===== src/rtl/reg_file_cmd_ctrl_pkg.sv =====
// Shared constants and state encoding for the UART-to-register-file command sequencer.
package reg_file_cmd_ctrl_pkg;

  localparam logic [7:0] OP_WR          = 8'hAA;
  localparam logic [7:0] OP_RD          = 8'hBB;
  localparam int         RD_TIMEOUT_DEF = 8;

  typedef enum logic [2:0] {
    S_IDLE    = 3'd0,
    S_WR_ADDR = 3'd1,
    S_WR_DATA = 3'd2,
    S_RD_ADDR = 3'd3,
    S_RD_WAIT = 3'd4,
    S_TX_SEND = 3'd5
  } state_t;

  function automatic int depth(input int add_w);
    return 2 ** add_w;
  endfunction

endpackage


===== src/rtl/reg_file_cmd_ctrl_if.sv =====
// Bundle of UART RX/TX and register-file signals around the command sequencer.
interface reg_file_cmd_ctrl_if #(
  parameter int DATA_W = 8,
  parameter int ADD_W  = 4
);
  logic [DATA_W-1:0] RX_P_DATA;
  logic              RX_D_VLD;
  logic [DATA_W-1:0] RdData;
  logic              RdData_Valid;
  logic              TX_Busy;
  logic              WrEn;
  logic              RdEn;
  logic [ADD_W-1:0]  Address;
  logic [DATA_W-1:0] WrData;
  logic [DATA_W-1:0] TX_P_DATA;
  logic              TX_D_VLD;
  logic              Cmd_Err;

  modport master (
    input  RX_P_DATA, RX_D_VLD, RdData, RdData_Valid, TX_Busy,
    output WrEn, RdEn, Address, WrData, TX_P_DATA, TX_D_VLD, Cmd_Err
  );

  modport slave (
    output RX_P_DATA, RX_D_VLD, RdData, RdData_Valid, TX_Busy,
    input  WrEn, RdEn, Address, WrData, TX_P_DATA, TX_D_VLD, Cmd_Err
  );
endinterface


===== src/rtl/reg_file_cmd_ctrl.sv =====
// Parses RX byte frames into register-file write/read strobes and returns read data
// to the UART TX. All outputs come straight from flops.
//
//  state     | meaning
//  S_IDLE    | waiting for an opcode byte
//  S_WR_ADDR | write opcode seen, waiting for address byte
//  S_WR_DATA | address latched, waiting for data byte
//  S_RD_ADDR | read opcode seen, waiting for address byte
//  S_RD_WAIT | RdEn issued, waiting for RdData_Valid or timeout
//  S_TX_SEND | read data captured, waiting for TX_Busy low
module reg_file_cmd_ctrl
  import reg_file_cmd_ctrl_pkg::*;
#(
  parameter int                DATA_W     = 8,
  parameter int                ADD_W      = 4,
  parameter logic [DATA_W-1:0] WR_CMD     = DATA_W'(OP_WR),
  parameter logic [DATA_W-1:0] RD_CMD     = DATA_W'(OP_RD),
  parameter int                RD_TIMEOUT = RD_TIMEOUT_DEF
) (
  input  logic                Clk,
  input  logic                RST,
  reg_file_cmd_ctrl_if.master bus
);

  localparam int DEPTH = depth(ADD_W);
  localparam int TMR_W = $clog2(RD_TIMEOUT + 1);

  state_t            state_q, state_d;
  logic [TMR_W-1:0]  timer_q, timer_d;
  logic [ADD_W-1:0]  addr_q, addr_d;
  logic [DATA_W-1:0] wrdata_q, wrdata_d;
  logic [DATA_W-1:0] txdata_q, txdata_d;
  logic              wren_q, wren_d;
  logic              rden_q, rden_d;
  logic              txvld_q, txvld_d;
  logic              err_q, err_d;
  logic              addr_ok;

  assign addr_ok = (bus.RX_P_DATA < DATA_W'(DEPTH));

  always_ff @(posedge Clk) begin
    if (RST) begin
      state_q  <= S_IDLE;
      timer_q  <= '0;
      addr_q   <= '0;
      wrdata_q <= '0;
      txdata_q <= '0;
      wren_q   <= 1'b0;
      rden_q   <= 1'b0;
      txvld_q  <= 1'b0;
      err_q    <= 1'b0;
    end else begin
      state_q  <= state_d;
      timer_q  <= timer_d;
      addr_q   <= addr_d;
      wrdata_q <= wrdata_d;
      txdata_q <= txdata_d;
      wren_q   <= wren_d;
      rden_q   <= rden_d;
      txvld_q  <= txvld_d;
      err_q    <= err_d;
    end
  end

  always_comb begin
    state_d  = state_q;
    timer_d  = timer_q;
    addr_d   = addr_q;
    wrdata_d = wrdata_q;
    txdata_d = txdata_q;
    wren_d   = 1'b0;
    rden_d   = 1'b0;
    txvld_d  = 1'b0;
    err_d    = 1'b0;
    case (state_q)
      S_IDLE: begin
        if (bus.RX_D_VLD) begin
          if (bus.RX_P_DATA == WR_CMD)      state_d = S_WR_ADDR;
          else if (bus.RX_P_DATA == RD_CMD) state_d = S_RD_ADDR;
        end
      end
      S_WR_ADDR, S_RD_ADDR: begin
        if (bus.RX_D_VLD) begin
          if (!addr_ok) begin
            err_d   = 1'b1;
            state_d = S_IDLE;
          end else begin
            addr_d = bus.RX_P_DATA[ADD_W-1:0];
            if (state_q == S_WR_ADDR) begin
              state_d = S_WR_DATA;
            end else begin
              rden_d  = 1'b1;
              timer_d = '0;
              state_d = S_RD_WAIT;
            end
          end
        end
      end
      S_WR_DATA: begin
        if (bus.RX_D_VLD) begin
          wrdata_d = bus.RX_P_DATA;
          wren_d   = 1'b1;
          state_d  = S_IDLE;
        end
      end
      // timer_q is 0 in the RdEn cycle, so the error decision lands RD_TIMEOUT cycles later
      S_RD_WAIT: begin
        if (bus.RdData_Valid) begin
          txdata_d = bus.RdData;
          state_d  = S_TX_SEND;
        end else if (timer_q == TMR_W'(RD_TIMEOUT - 1)) begin
          err_d   = 1'b1;
          state_d = S_IDLE;
        end else if (timer_q != TMR_W'(RD_TIMEOUT)) begin
          timer_d = timer_q + 1'b1;
        end
      end
      S_TX_SEND: begin
        if (!bus.TX_Busy) begin
          txvld_d = 1'b1;
          state_d = S_IDLE;
        end
      end
      default: state_d = S_IDLE;
    endcase
  end

  assign bus.WrEn      = wren_q;
  assign bus.RdEn      = rden_q;
  assign bus.Address   = addr_q;
  assign bus.WrData    = wrdata_q;
  assign bus.TX_P_DATA = txdata_q;
  assign bus.TX_D_VLD  = txvld_q;
  assign bus.Cmd_Err   = err_q;

endmodule


===== src/flat_wrapper.sv =====
// flat-port wrapper written by rule: the top's interface ports become plain ports
module reg_file_cmd_ctrl_flat import reg_file_cmd_ctrl_pkg::*;
#(
  parameter int                DATA_W     = 8,
  parameter int                ADD_W      = 4,
  parameter logic [DATA_W-1:0] WR_CMD     = DATA_W'(OP_WR),
  parameter logic [DATA_W-1:0] RD_CMD     = DATA_W'(OP_RD),
  parameter int                RD_TIMEOUT = RD_TIMEOUT_DEF
)
  (Clk, RST, bus_RX_P_DATA, bus_RX_D_VLD, bus_RdData, bus_RdData_Valid, bus_TX_Busy, bus_WrEn, bus_RdEn, bus_Address, bus_WrData, bus_TX_P_DATA, bus_TX_D_VLD, bus_Cmd_Err);
  reg_file_cmd_ctrl_if #(.DATA_W(DATA_W), .ADD_W(ADD_W)) bus_i ();
  input  logic Clk;
  input  logic RST;
  input wire logic [$bits(bus_i.RX_P_DATA)-1:0] bus_RX_P_DATA;
  input wire logic [$bits(bus_i.RX_D_VLD)-1:0] bus_RX_D_VLD;
  input wire logic [$bits(bus_i.RdData)-1:0] bus_RdData;
  input wire logic [$bits(bus_i.RdData_Valid)-1:0] bus_RdData_Valid;
  input wire logic [$bits(bus_i.TX_Busy)-1:0] bus_TX_Busy;
  output wire logic [$bits(bus_i.WrEn)-1:0] bus_WrEn;
  output wire logic [$bits(bus_i.RdEn)-1:0] bus_RdEn;
  output wire logic [$bits(bus_i.Address)-1:0] bus_Address;
  output wire logic [$bits(bus_i.WrData)-1:0] bus_WrData;
  output wire logic [$bits(bus_i.TX_P_DATA)-1:0] bus_TX_P_DATA;
  output wire logic [$bits(bus_i.TX_D_VLD)-1:0] bus_TX_D_VLD;
  output wire logic [$bits(bus_i.Cmd_Err)-1:0] bus_Cmd_Err;
  assign bus_i.RX_P_DATA = bus_RX_P_DATA;
  assign bus_i.RX_D_VLD = bus_RX_D_VLD;
  assign bus_i.RdData = bus_RdData;
  assign bus_i.RdData_Valid = bus_RdData_Valid;
  assign bus_i.TX_Busy = bus_TX_Busy;
  assign bus_WrEn = bus_i.WrEn;
  assign bus_RdEn = bus_i.RdEn;
  assign bus_Address = bus_i.Address;
  assign bus_WrData = bus_i.WrData;
  assign bus_TX_P_DATA = bus_i.TX_P_DATA;
  assign bus_TX_D_VLD = bus_i.TX_D_VLD;
  assign bus_Cmd_Err = bus_i.Cmd_Err;
  reg_file_cmd_ctrl #(.DATA_W(DATA_W), .ADD_W(ADD_W), .WR_CMD(WR_CMD), .RD_CMD(RD_CMD), .RD_TIMEOUT(RD_TIMEOUT)) u_core (.Clk(Clk), .RST(RST), .bus(bus_i));
endmodule

===== config.mk =====
export PLATFORM = sky130hd
export DESIGN_NAME = reg_file_cmd_ctrl_flat
export DESIGN_NICKNAME = d
export VERILOG_FILES = /design/src/rtl/reg_file_cmd_ctrl_pkg.sv /design/src/rtl/reg_file_cmd_ctrl_if.sv /design/src/rtl/reg_file_cmd_ctrl.sv /design/src/flat_wrapper.sv
export SDC_FILE = /design/constraint.sdc
export NUM_CORES = 1
export LEC_CHECK = 0
export CAP_MARGIN = 10
export CORE_ASPECT_RATIO = 1.25
export CORE_MARGIN = 2
export CORE_UTILIZATION = 48
export CTS_CLUSTER_DIAMETER = 80
export CTS_CLUSTER_SIZE = 24
export DETAILED_ROUTE_END_ITERATION = 10
export GPL_TIMING_DRIVEN = 0
export PLACE_DENSITY = 0.85
export SETUP_SLACK_MARGIN = 0.5
export SYNTH_ARGS = -nofsm -noshare
export SYNTH_HDL_FRONTEND = slang
export SYNTH_SLANG_ARGS = --single-unit

===== constraint.sdc =====
create_clock -name Clk -period 3.32 [get_ports Clk]
set_input_delay 0.83 -clock Clk [delete_from_list [all_inputs] [get_ports Clk]]
set_output_delay 0.83 -clock Clk [all_outputs]
set_load 0.02 [all_outputs]

Clock nets:
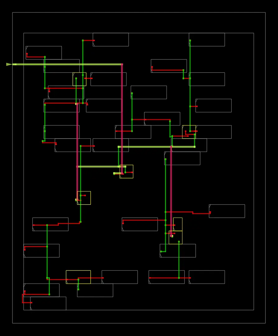
total clock sinks: 31
maximum clock skew at final layout: 0.00749 ns
clock buffers created by TritonCTS: 5
number of sequential cells: 31

Placed cells, one color a class:
Drawn at 10 px/um.
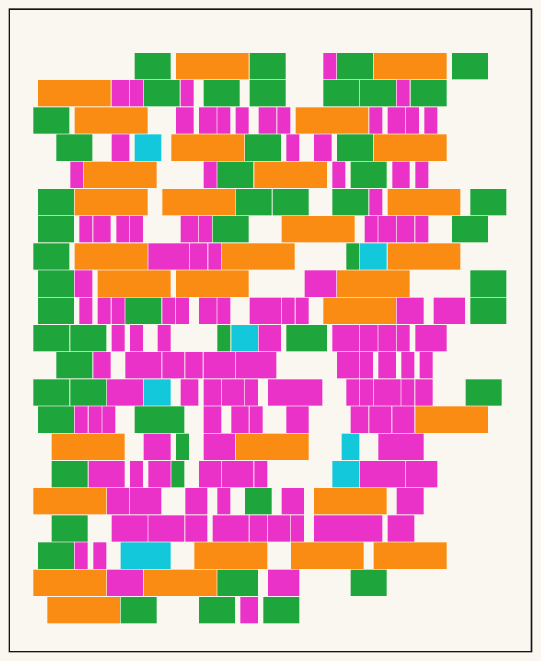
Key: combinational and other logic = magenta [cells 123]; clock drivers and dummy loads = cyan [cells 7]; flops = orange [cells 31]; other buffers and delay cells = green [cells 52]

Wiring heat map:
Drawn at 4 px/um. 10 x 13 tiles, from dark purple (low) to yellow (high), scaled to the fullest tile. Values are wire area over tile area, all layers added.
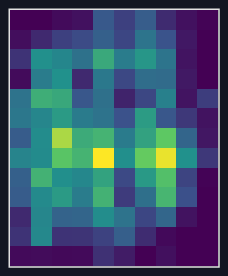
19% of the tiles are over half the peak. The fullest tile reaches 0.56. The mean over all tiles is 0.17. 11% of the tiles are nearly empty.

The metal 3 layer:
Drawn at 8 px/um.
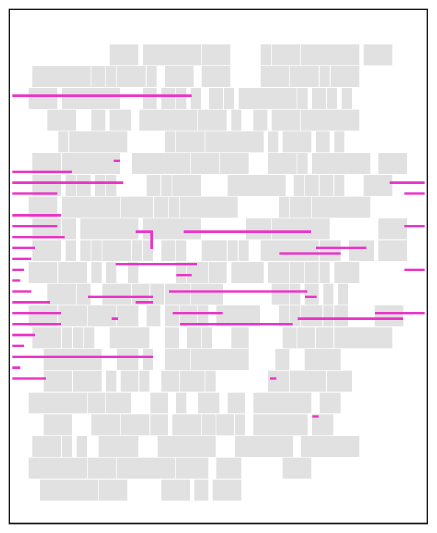
35 nets have wire on it. The layer carries 238 um of wire. The layer holds 6.9% of the routed length. The longest straight run is 22.1 um.

Ports around the boundary:
Drawn at 6 px/um. Pins as bars across the die edge, other pins in gray.
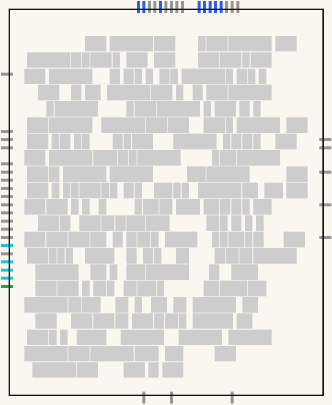
Key: bus_Address = cyan [pins 4, direction output, edge west]; bus_RdData = blue [pins 8, direction input, edge north]; RST = green [pins 1, direction input, edge west]

==> summary.txt <==
On the backend side, the flow ran end to end.

Wire segments on met3 add up to 237 um in the final route. The max-slew check reports its worst relative slack as 48.2%. The run finished with clean final reports. The post-synthesis async set-or-reset flop share stands at 0%. The count of antenna-violating nets left after detailed routing stands at 0.

CTS reports a maximum clock tree buffer depth of 2. The initial antenna violation count is 0. For this design the ratio of total power to cell area is 557 nW/um^2. The synthesized netlist devotes 29.3% of its cell area to simple gates. Per the finish-stage timing summary, setup violations number 0. The number of diodes added for antenna fixing stands at 0. The clock network power reported by the tool is 223 uW. Summing the sequential cell areas from Yosys gives 44.8% of the chip area. The power dissipated in sequential cells stands at 433 uW.

TritonCTS built the clock tree. The final timing report lists a hold violation count of 0. The number of global-route vias before repair was 1355. Before any placement, the netlist area is recorded as 1390 sq um. Per the timing report, the most critical flop-to-flop path originates at u_core.state_q[0]$_SDFFE_PP0P_. The layer flagged by global routing as most heavily used is met2. The setup slack after layout stands at 0.977 ns.

The worst hold path terminates at u_core.bus.WrData[4]$_SDFFE_PP0P_. The proportion of layout cells with a drive suffix above 1 stands at 7.98%. After clock tree synthesis, the clock-pin slew on the worst setup and hold paths is 0.09 ns. The share of total power in combinational logic stands at 38.8%. The clock reaches the later pin of the worst-skew pair after 0.33 ns. Across all stage logs, warnings added up to 27. Looking at the clock tree report, the H-tree level count equals 2. In this run the worst path has a maximum fanout of 5. Cells fill 71.2% of the core in the end.

For reference, the critical path is launched at bus_RX_P_DATA[4]. The synth_stat.txt file lists the number of cells as 162. Of the total power, registers draw 40.4%. In this run the cell area measured after placement is 1870 sq um. In this run, power in combinational logic comes to 416 uW. In the final routing, the length of wire on met1 measures 1280 um. STA lists the startpoint of the worst hold path as u_core.bus.WrData[4]$_SDFFE_PP0P_.
Power is estimated from default activity; no workload was simulated.
